## src/rtl/tick_gen_pkg.sv

```systemverilog
// Shared constants and types for the multi-channel tick generator and its users.
// Divisors are expressed in clk_fpga cycles per tick at 100 MHz.
package tick_gen_pkg;

    localparam int TICK_CNT_W        = 24;
    localparam int DEF_DIV_100M_10HZ = 5_000_000;
    localparam int DIV_1KHZ          = 50_000;

    typedef struct packed {
        logic [TICK_CNT_W-1:0] div;
        logic                  oneshot;
    } tick_cfg_t;

endpackage

```

## src/rtl/tick_chan.sv

```systemverilog
// One rate channel: programmable divisor, periodic or one-shot, with a 1-cycle tick
// strobe and a 50%-duty square wave that toggles on every tick.
module tick_chan #(
    parameter int               CNT_W   = 24,
    parameter logic [CNT_W-1:0] DEF_DIV = CNT_W'(5_000_000)
) (
    input  logic             clk_i,
    input  logic             rst_i,
    input  logic             en_i,
    input  logic             sync_clr_i,
    input  logic             cfg_we_i,
    input  logic [CNT_W-1:0] cfg_div_i,
    input  logic             cfg_oneshot_i,
    output logic             tick_o,
    output logic             sq_o,
    output logic             busy_o
);

    logic [CNT_W-1:0] cnt_q, cnt_d;
    logic [CNT_W-1:0] div_q, div_d;
    logic             oneshot_q, oneshot_d;
    logic             run_q, run_d;
    logic             tick_q, tick_d;
    logic             sq_q, sq_d;
    logic [CNT_W-1:0] lastCnt;

    // A stored divisor of zero behaves exactly like a divisor of one.
    assign lastCnt = (div_q == '0) ? '0 : div_q - CNT_W'(1);

    always_comb begin
        cnt_d     = cnt_q;
        div_d     = div_q;
        oneshot_d = oneshot_q;
        run_d     = run_q;
        tick_d    = 1'b0;
        sq_d      = sq_q;
        if (sync_clr_i) begin
            cnt_d = '0;
            sq_d  = 1'b0;
        end else if (cfg_we_i) begin
            div_d     = cfg_div_i;
            oneshot_d = cfg_oneshot_i;
            cnt_d     = '0;
            run_d     = 1'b1;
        end else if (en_i && run_q) begin
            if (cnt_q == lastCnt) begin
                cnt_d  = '0;
                tick_d = 1'b1;
                sq_d   = ~sq_q;
                if (oneshot_q) begin
                    run_d = 1'b0;
                end
            end else begin
                cnt_d = cnt_q + CNT_W'(1);
            end
        end
    end

    always_ff @(posedge clk_i) begin
        if (rst_i) begin
            cnt_q     <= '0;
            div_q     <= DEF_DIV;
            oneshot_q <= 1'b0;
            run_q     <= 1'b1;
            tick_q    <= 1'b0;
            sq_q      <= 1'b0;
        end else begin
            cnt_q     <= cnt_d;
            div_q     <= div_d;
            oneshot_q <= oneshot_d;
            run_q     <= run_d;
            tick_q    <= tick_d;
            sq_q      <= sq_d;
        end
    end

    assign tick_o = tick_q;
    assign sq_o   = sq_q;
    assign busy_o = run_q;

endmodule

```

## src/rtl/tick_gen_multi.sv

```systemverilog
// NUM_CH independent tick/square-wave channels clocked from clk_fpga, replacing
// derived clocks with clock enables. Only the config decode lives here.
module tick_gen_multi
    import tick_gen_pkg::*;
#(
    parameter int  NUM_CH  = 4,
    parameter int  CNT_W   = TICK_CNT_W,
    parameter int  DEF_DIV = DEF_DIV_100M_10HZ,
    localparam int CH_W    = (NUM_CH > 1) ? $clog2(NUM_CH) : 1
) (
    input  logic              clk_fpga,
    input  logic              rst,
    input  logic [NUM_CH-1:0] en,
    input  logic              sync_clr,
    input  logic              cfg_we,
    input  logic [CH_W-1:0]   cfg_ch,
    input  logic [CNT_W-1:0]  cfg_div,
    input  logic              cfg_oneshot,
    output logic [NUM_CH-1:0] tick,
    output logic [NUM_CH-1:0] sq,
    output logic [NUM_CH-1:0] busy
);

    logic [NUM_CH-1:0] chWe;

    // Indices at or above NUM_CH match no channel, so such writes vanish.
    for (genvar i = 0; i < NUM_CH; i++) begin : g_chan
        assign chWe[i] = cfg_we && (cfg_ch == CH_W'(i));

        tick_chan #(
            .CNT_W   (CNT_W),
            .DEF_DIV (CNT_W'(DEF_DIV))
        ) u_chan (
            .clk_i         (clk_fpga),
            .rst_i         (rst),
            .en_i          (en[i]),
            .sync_clr_i    (sync_clr),
            .cfg_we_i      (chWe[i]),
            .cfg_div_i     (cfg_div),
            .cfg_oneshot_i (cfg_oneshot),
            .tick_o        (tick[i]),
            .sq_o          (sq[i]),
            .busy_o        (busy[i])
        );
    end

endmodule

```

## config.mk

```make
export PLATFORM = sky130hd
export DESIGN_NAME = tick_gen_multi
export DESIGN_NICKNAME = d
export VERILOG_FILES = /design/src/rtl/tick_gen_pkg.sv /design/src/rtl/tick_chan.sv /design/src/rtl/tick_gen_multi.sv
export SDC_FILE = /design/constraint.sdc
export NUM_CORES = 1
export LEC_CHECK = 0
export CORE_AREA = 4 4 153 155
export CTS_CLUSTER_SIZE = 24
export DETAILED_ROUTE_END_ITERATION = 16
export DIE_AREA = 0 0 157 159
export GPL_TIMING_DRIVEN = 0
export PLACE_DENSITY = 0.81
export SLEW_MARGIN = 5
export SYNTH_ARGS = -nofsm -noshare
export SYNTH_HDL_FRONTEND = slang
export SYNTH_SLANG_ARGS = --single-unit
```

## constraint.sdc

```tcl
create_clock -name clk_fpga -period 4.4 [get_ports clk_fpga]
set_clock_uncertainty 0.2 [all_clocks]
set_input_delay 1.32 -clock clk_fpga [delete_from_list [all_inputs] [get_ports clk_fpga]]
set_output_delay 1.32 -clock clk_fpga [all_outputs]
set_load 0.02 [all_outputs]
```

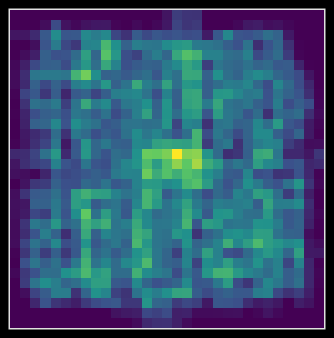
(run_1/route_heat.png)
Scale: 2 px per um. 31 x 32 tiles, from dark purple (low) to yellow (high), scaled to the fullest tile. Values are wire area over tile area, all layers added.
tiles over half the peak: 16%
emptiest ninth of the die: top right
densest ninth of the die: middle
fullest tile: 0.88
mean over tiles: 0.26
all-layer global routing usage: 30.3%
DR WL/cell: 18.0 um
via count: 13661

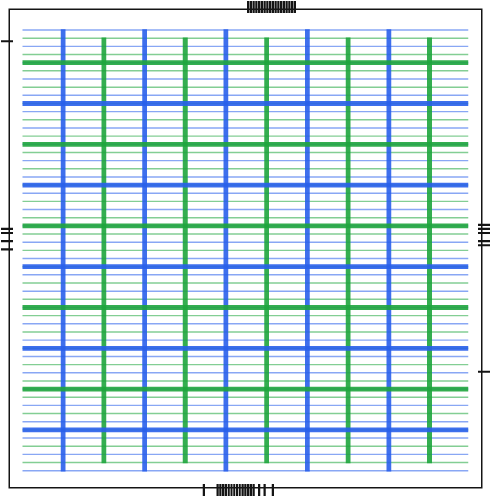
(run_1/floorplan.png)
Scale: 3 px per um. Pins as bars on the die edge.
legend:
  green:
    net: VDD
  blue:
    net: VSS
signal pins: 47
met1 rails: 55
met4 straps: 10
rows: 54
met5 straps: 10
die boundary width: 157 um
DIE HEIGHT: 159 um
peak supply drop: 278 uV
Core Box Area: 21800 um^2

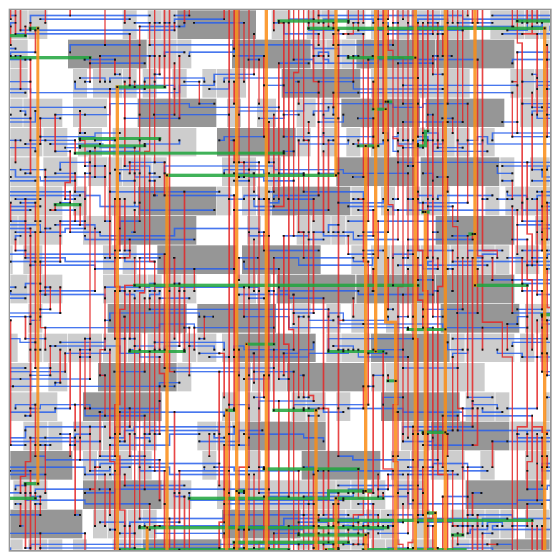
(run_1/closeup.png)
Region (54, 86) to (104, 136) um. Cells in grey, sequential cells in the stronger grey; small squares are vias.
legend:
  orange:
    layer: M4
  blue:
    layer: M1
  green:
    layer: M3
  red:
    layer: M2
most frequent: nand2_1 (82), dfxtp_1 (38), clkbuf_1 (25)
netlist names of flops here include: g_chan.u_chan.div_q (37), g_chan.u_chan.oneshot_q (1)
sequential cells in the window: 38
cells with their middle in the window: 234

==> reports/metrics.sh, run 1 <==
TOP_AREA_SHARE_PCT=30.4
CP_DATA_REQUIRED_TIME_PS=4590
BUFFERS=183
MIN_PATH_CELLS=2
CRITICAL_PATH_DEPTH=16
STATUS='finished, final reports clean'
NUM-MULTI-INPUT-GATES=1448
YOSYS-MUX-AREA-FRACTION_PCT=2.02
LOG.WARNING_COUNT=26
FIRST_ITER_VIOLATIONS=1258
WORST-PATH-MAX-FANOUT=10
CPMOSTUSEDCELL='buf_6'
CELLPOWERDENSITY_nW_PER_UM2=292
SETUP_VIOL=0
TIMING.CRITICAL_PATH.CELLS='inv_1 > ha_1 > buf_6 > or4b_1 > buf_4 > or4_4 > buf_6 > or3_1 > and3_1 > nor4_2 > nand4_1 > or4_4 > nor3_4 > buf_12 > buf_6 > nor3_2'
FP-UTILIZATION_PCT=62.8
FINAL-INSTANCE-COUNT-EXCL-FILL=2198
SETUP.WORST_PATH.END='g_chan[0].u_chan.cnt_q[19]$_SDFFE_PP0P_'
END_KIND='flip-flop'
WORST_R2R_ENDPOINT='g_chan[0].u_chan.cnt_q[19]$_SDFFE_PP0P_'
NONCLOCKINVERTERCOUNT=35
FINAL_LAYOUT_TOP_LOGIC_CELL='nand2_1'
SYN-CELL-AREA_UM2=13700
MIN-DELAY-START='g_chan[0].u_chan.oneshot_q$_SDFFE_PP0P_'
FINAL.PERIOD_UTILIZATION_PCT=98.4
CLOCK_TREE.ROOT_CELL='clkbuf_16'
FLOP_AREA_UM2=4170
IO_BUFFERS=44
TOP_CELL='nand2_1'
CTS_HOLD_BUF=0
NETLIST_LOGIC_FAMILY_TOP='simple AND/OR/NAND/NOR gates'
POWER.TOTAL_uW=4550
SYNTH-EDFF-COUNT=0
COUNT_OF_BUFFERING_CELLS_ON_THE_CRITICAL_PATH_WITH_INVERTERS_INCLUDED=6
WORST_SETUP_PATH_CATEGORY='reg2reg'
REG2REG_SETUP_SLACK_PS=70
ANTENNA_FOUND_INITIAL=0
FP_NETS=1867
LAYOUT_SETUP_WS_PS=71.8
HOLD_SLACK_PS=268
GRT_PASS1_WL_MM=63.7
TIMING.FINAL.CRIT_PERIOD_PS=4330
DRIVE_ABOVE_1_SHARE_PCT=7.56
CTS_MADE_BUFFERS=24
GRT_SETUP_UNREPAIRED='no'
VIAS_PER_CELL=6.22
TAP_CELL_COUNT=280
SETUP-TNS-FINAL_PS=0
MAXCLOCKFREQUENCY_MHz=231
GRT_PASS1_VIAS=12707
CTS_HTREE_LEVELS=1
LAYOUT.NETS=1943
FINAL_REPLACE_WEIGHTED_CONGESTION=0.930
CPLARGESTDELAYFAMILY='simple AND/OR/NAND/NOR gates'
COMB_AREA_SHARE_PCT=57.4
DETAILED_PLACE_HPWL_MM=29.2
FLOORPLAN_ROW_COUNT=54
SYNTH_AREA_LEADER_CELL='dfxtp_1'
POST_SYNTH_AND_OR_NAND_NOR_AREA_FRACTION_PCT=36.6
ANT_NETS=0
CLOCKBUFFERCOUNT=32
YOSYS.STAT.SEQSHARE_PCT=30.4
TRITONCTS_NUM_SINKS=208
PIN_COUNT=47
TALLY_OF_UNIQUE_SKY130HD_CELLS_USED_AFTER_SYNTHESIS=87
GLOBALROUTE.TOTALOVERFLOW=0
NUM-FILL-CELLS=1756
ACTUAL_SLEW_AT_THE_WORST_MAX_SLEW_PIN_PS=1030
FINALMAXSLEWVIOLATIONS=0
CRITICAL_PATH.MAX_STAGE_DELAY_PS=550
CRITICAL-PATH-SLOWEST-CELL='or4_4'
STARTPOINT_TYPE='flip-flop'
DR.PASS1.ITERS=6
CORE_OCCUPANCY_IN_THE_FINISHED_LAYOUT_PCT=71.5
FINAL-CLK-CELL-SHARE_PCT=5.68
SYNTH_ASYNC_SR_FLOP_SHARE_PCT=0
GRT_MAX_DEGREE=14
CLKLATENCYLATEPIN_PS=530
XOR_XNOR_AREA_SHARE_PCT=11.6
YOSYS.AREA_SHARE.ADDER_PCT=0.731
SYNTH.CELLS.MOST_FREQUENT='nand2_1 (308), dfxtp_1 (208), nor2_1 (118)'
SLEW_HEADROOM_PCT=30.8
POST_CTS_BUFFERS=1
ANTENNA_CELLS_INSERTED=0
YS_CELLS=1824
NUMBER_OF_ENDPOINTS_WITH_NEGATIVE_HOLD_SLACK_IN_THE_FINAL_REPORT=0
CHIPAREA_UM2=25000
WL_MM=39.6
YOSYS_WARNING_TALLY=0
DOMINANT-CELL-CLASS='multi-input combinational cells'
DP.CELLS=2148
CTS-ROOT-TO-SINK-BUFFERS=3
PLACED_AREA_UM2=14500
SYN-MEAN-INSTANCE-AREA_UM2=7.51
MIN-DELAY-PATH-CLASS='reg2reg'
SYNTH-SEQ-CELLS=208
TOTAL_LEAKAGE_POWER_uW=0.00518
CLK_PIN_SLEW_PS=60
AREA_DELTA_SYNTH_FINAL_PCT=14.0
COMB_AREA_UM2=8950
SYNTHAOIAREAFRAC_PCT=13.4
ARRIVAL_PS=4510
-- run 1: layer usage --
layer	track usage [%]	wire, um	vias to the layer above
met5	0	0	-
met4	13.2	1860	0
met3	3.70	2570	119
met2	50.4	18600	525
met1	39.5	16600	6369
li1	-	-	6648
-- run 1: where the power goes --
group	switching [uW]	internal, uW	leakage [uW]
clock network	809	1420	0.000437
registers	36.2	1910	0.00168
logic	234	141	0.00306
total	1080	3470	0.00518
-- run 1: flip-flops by register name, indices dropped and copies added (netlist names) --
signal,cells
g_chan.u_chan.tick_o,4
g_chan.u_chan.div_q,96
g_chan.u_chan.sq_o,4
g_chan.u_chan.busy_o,4
g_chan.u_chan.oneshot_q,4
g_chan.u_chan.cnt_q,96
==> run_1/sizing.png <==
Scale: 1.5 px per um.
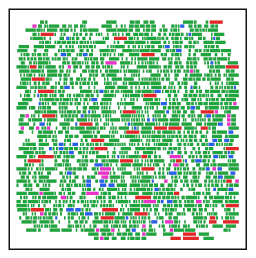

==> run 2: changes to the inputs <==
--- a/config.mk
+++ b/config.mk
@@ -5,12 +5,11 @@
 export SDC_FILE = /design/constraint.sdc
 export NUM_CORES = 1
 export LEC_CHECK = 0
-export CORE_AREA = 4 4 153 155
+export CORE_AREA = 4 4 191 193
 export CTS_CLUSTER_SIZE = 24
 export DETAILED_ROUTE_END_ITERATION = 16
-export DIE_AREA = 0 0 157 159
+export DIE_AREA = 0 0 195 197
 export GPL_TIMING_DRIVEN = 0
-export PLACE_DENSITY = 0.81
 export SLEW_MARGIN = 5
 export SYNTH_ARGS = -nofsm -noshare
 export SYNTH_HDL_FRONTEND = slang
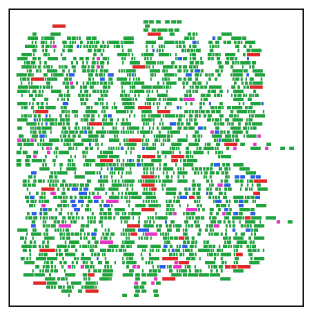
(run_2/sizing.png)
Scale: 1.5 px per um.
legend:
  green:
    size: x1 and smaller
    cells: 1769
    most_used: nand2_1
  magenta:
    size: x3 and x4
    cells: 37
    most_used: buf_4
  blue:
    size: x2
    cells: 75
  red:
    size: x6 and larger
    cells: 39
    most_used: clkbuf_16

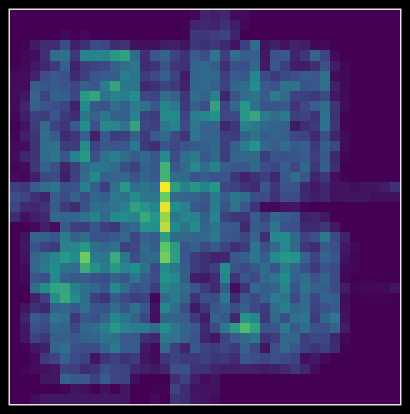
(run_2/route_heat.png)
Scale: 2 px per um. 39 x 39 tiles, from dark purple (low) to yellow (high), scaled to the fullest tile. Values are wire area over tile area, all layers added.
mean over tiles: 0.17
nearly empty tiles: 25%
tiles over half the peak: 3.4%

==> run 2 against run 1 <==
Against the previous run: cell area rose by 1.1%; fmax increased by 1.6%; largest power group unchanged; highest routed layer unchanged; critical endpoint is now g_chan[0].u_chan.cnt_q[12]$_SDFFE_PP0P_; non-clock buffer count rose by 2; setup slack better by 70 ps; hold slack lost 8.9 ps.
==> reports/metrics.sh, run 2 <==
STATUS='finished, final reports clean'
SYNTH.CELLS.MOST_FREQUENT='nand2_1 (308), dfxtp_1 (208), nor2_1 (118)'
GLOBALROUTE.TOTALOVERFLOW=0  # unchanged
COUNT_OF_BUFFERING_CELLS_ON_THE_CRITICAL_PATH_WITH_INVERTERS_INCLUDED=6  # unchanged
FINAL-CLK-CELL-SHARE_PCT=5.18  # -0.49 points
CLOCKBUFFERCOUNT=33  # +3.1%
FLOORPLAN_ROW_COUNT=68  # +26%
WORST_R2R_ENDPOINT='g_chan[0].u_chan.cnt_q[12]$_SDFFE_PP0P_'
GLOBALROUTETOTALUTIL_PCT=21.0  # -9.4 points
ANT_NETS=0  # unchanged
MIN-DELAY-START='g_chan[1].u_chan.oneshot_q$_SDFFE_PP0P_'
CPMOSTUSEDCELL='buf_6'
CORE_UM2=34500  # +58%
SYN-CELL-AREA_UM2=13700  # unchanged
CPLARGESTDELAYFAMILY='simple AND/OR/NAND/NOR gates'
FLOP_AREA_UM2=4170  # about the same
GRT_UTIL_MET3_PCT=2.36  # -1.3 points
ANTENNA_FOUND_INITIAL=0  # unchanged
MAXCLOCKFREQUENCY_MHz=235  # +1.6%
FP-UTILIZATION_PCT=39.6  # -23 points
PWR.GROUP.SEQUENTIAL_uW=1950  # about the same
CRITICAL_PATH.MAX_STAGE_DELAY_PS=580  # +30 ps
DR.PASS1.ITERS=5  # -1
SYNTH_ASYNC_SR_FLOP_SHARE_PCT=0  # unchanged
CTS_HOLD_BUF=0  # unchanged
BUFFERS=185  # +1.1%
TRITONCTS_NUM_SINKS=208  # unchanged
CTS_HTREE_LEVELS=1  # unchanged
NUM-FILL-CELLS=3504  # +100%
FINAL.PERIOD_UTILIZATION_PCT=96.8  # -1.6 points
POST_CTS_BUFFERS=4  # +3
END_KIND='flip-flop'
GRT_PASS1_VIAS=12572  # -1.1%
POST_SYNTH_AND_OR_NAND_NOR_AREA_FRACTION_PCT=36.6  # unchanged
DIE-WIDTH_UM=195  # +24%
SETUP-TNS-FINAL_PS=0  # unchanged
POWER.TOTAL_uW=4400  # -3.4%
WL_MET2_MM=19.3  # +4.2%
WORST-PATH-MAX-FANOUT=10  # unchanged
YS_CELLS=1824  # unchanged
CTS_MADE_BUFFERS=24  # unchanged
TOP_AREA_SHARE_PCT=30.4  # unchanged
NONCLOCKINVERTERCOUNT=35  # unchanged
IO_BUFFERS=44  # unchanged
FIRST_ITER_VIOLATIONS=900  # -28%
CTS-ROOT-TO-SINK-BUFFERS=3  # unchanged
SETUP_VIOL=0  # unchanged
COMBINATIONAL_POWER_SHARE_PCT=8.6  # +0.4 points
P_CLK_uW=2070  # -7%
FP_NETS=1867  # unchanged
HOLD_SLACK_PS=259  # -8.92 ps
YOSYS_WARNING_TALLY=0  # unchanged
INTERNAL_POWER_uW=3290  # -5.3%
LAYOUT_SETUP_WS_PS=142  # +69.9 ps
FINALMAXSLEWVIOLATIONS=0  # unchanged
CRITICAL-PATH-SLOWEST-CELL='or4_4'
ARRIVAL_PS=4460  # -50 ps
COMB_AREA_UM2=8970  # +0.18%
NUMBER_OF_ENDPOINTS_WITH_NEGATIVE_HOLD_SLACK_IN_THE_FINAL_REPORT=0  # unchanged
GRT_PASS1_WL_MM=67.4  # +5.9%
ROUTED_WIRE_LENGTH_PER_INSTANCE_UM=17.6  # -2.1%
SLEW_HEADROOM_PCT=30.2  # -0.66 points
NET-SWITCHING-POWER_uW=1110  # +2.8%
TOP_POWER_GROUP='the clock network'
YOSYS-MUX-AREA-FRACTION_PCT=2.02  # unchanged
WORST_SETUP_PATH_CATEGORY='reg2reg'
MIN-DELAY-PATH-CLASS='reg2reg'
XOR_XNOR_AREA_SHARE_PCT=11.6  # unchanged
CORE_OCCUPANCY_IN_THE_FINISHED_LAYOUT_PCT=45.7  # -26 points
TOP_USAGE_LAYER='met2'
DETAILED_PLACE_HPWL_MM=31.8  # +8.8%
DP.CELLS=2323  # +8.1%
DRIVE_ABOVE_1_SHARE_PCT=7.86  # +0.30 points
MIN_PATH_CELLS=2  # unchanged
GLOBALROUTEMET2UTIL_PCT=34.9  # -15 points
LARGESTREGISTERS='g_chan.u_chan.cnt_q: 96 flops, g_chan.u_chan.div_q: 96 flops'
TOPROUTINGLAYERUSED='met4'
CLOCKPOWERSHARE_PCT=47.1  # -1.9 points
WL_MET3_MM=1.95  # -24%
SYNTH-SEQ-CELLS=208  # unchanged
DIE_H_UM=197  # +24%
DOMINANT-CELL-CLASS='multi-input combinational cells'
WORST_IR_DROP_VDD_uV=217  # -22%
NUM-MULTI-INPUT-GATES=1448  # unchanged
TOP_CELL='nand2_1'
STARTPOINT_TYPE='flip-flop'
TIMING.CRITICAL_PATH.CELLS='inv_1 > ha_1 > buf_6 > or4b_1 > buf_4 > or4_1 > buf_6 > or3_1 > a21oi_2 > o2111a_1 > nand4_1 > or4_4 > nor3_4 > buf_12 > buf_6 > nor3_1'
REG2REG_SETUP_SLACK_PS=140  # +70 ps
GRT_MAX_DEGREE=14  # unchanged
SYNTHAOIAREAFRAC_PCT=13.4  # unchanged
YOSYS.STAT.SEQSHARE_PCT=30.4  # unchanged
TALLY_OF_UNIQUE_SKY130HD_CELLS_USED_AFTER_SYNTHESIS=87  # unchanged
SYNTH_AREA_LEADER_CELL='dfxtp_1'
COMB_AREA_SHARE_PCT=56.8  # -0.55 points
PIN_COUNT=47  # unchanged
POWER.SHARE.SWITCHING_PCT=25.2  # +1.5 points
ANTENNA_CELLS_INSERTED=0  # unchanged
TAP_CELL_COUNT=455  # +63%
SYN-MEAN-INSTANCE-AREA_UM2=7.51  # unchanged
WL_MM=41.9  # +5.7%
LAYOUT.NETS=1945  # +0.10%
CHIPAREA_UM2=38400  # +54%
CP_DATA_REQUIRED_TIME_PS=4600  # about the same
LOG.WARNING_COUNT=26  # unchanged
P_COMB_uW=379  # +1%
CLK_PIN_SLEW_PS=60  # about the same
AREA_DELTA_SYNTH_FINAL_PCT=15.3
FINAL_LAYOUT_TOP_LOGIC_CELL='nand2_1'
PLACED_AREA_UM2=14700  # +1.5%
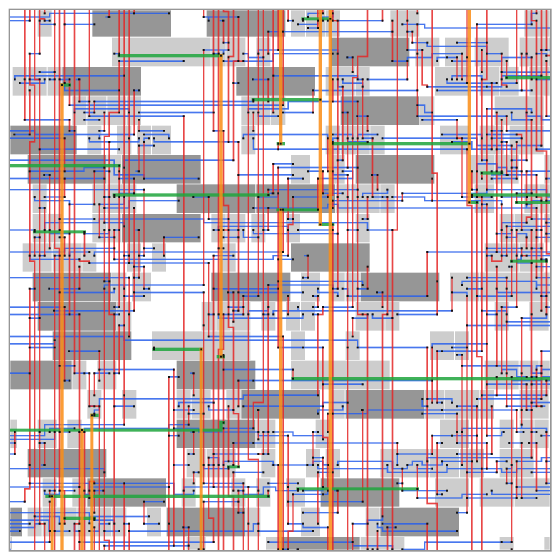
(run_2/closeup.png)
Region (72, 113) to (122, 163) um. Cells in grey, sequential cells in the stronger grey; small squares are vias.
legend:
  orange:
    layer: M4
  green:
    layer: M3
  blue:
    layer: M1
  red:
    layer: M2
netlist names of flops here include: g_chan.u_chan.div_q (29)
most frequent: nand2_1 (60), dfxtp_1 (29), a21oi_1 (19)
cells with their middle in the window: 180
sequential cells in the window: 29

-- run 2: cell counts after synthesis --
No cell type changed its count.
-- run 2: how the worst max path moves through the flow --
| stage | cells after the start | to |
|---|---|---|
| detailed placement | 15 | g_chan[1].u_chan.cnt_q[16]$_SDFFE_PP0P_ |
| global route | 16 | g_chan[0].u_chan.cnt_q[8]$_SDFFE_PP0P_ |
| floorplan | 15 | g_chan[0].u_chan.cnt_q[14]$_SDFFE_PP0P_ |
| finish | 16 | g_chan[0].u_chan.cnt_q[12]$_SDFFE_PP0P_ |
| CTS | 16 | g_chan[0].u_chan.cnt_q[15]$_SDFFE_PP0P_ |
| global placement | 15 | g_chan[1].u_chan.cnt_q[16]$_SDFFE_PP0P_ |
Power and IR drop assume default switching activity.
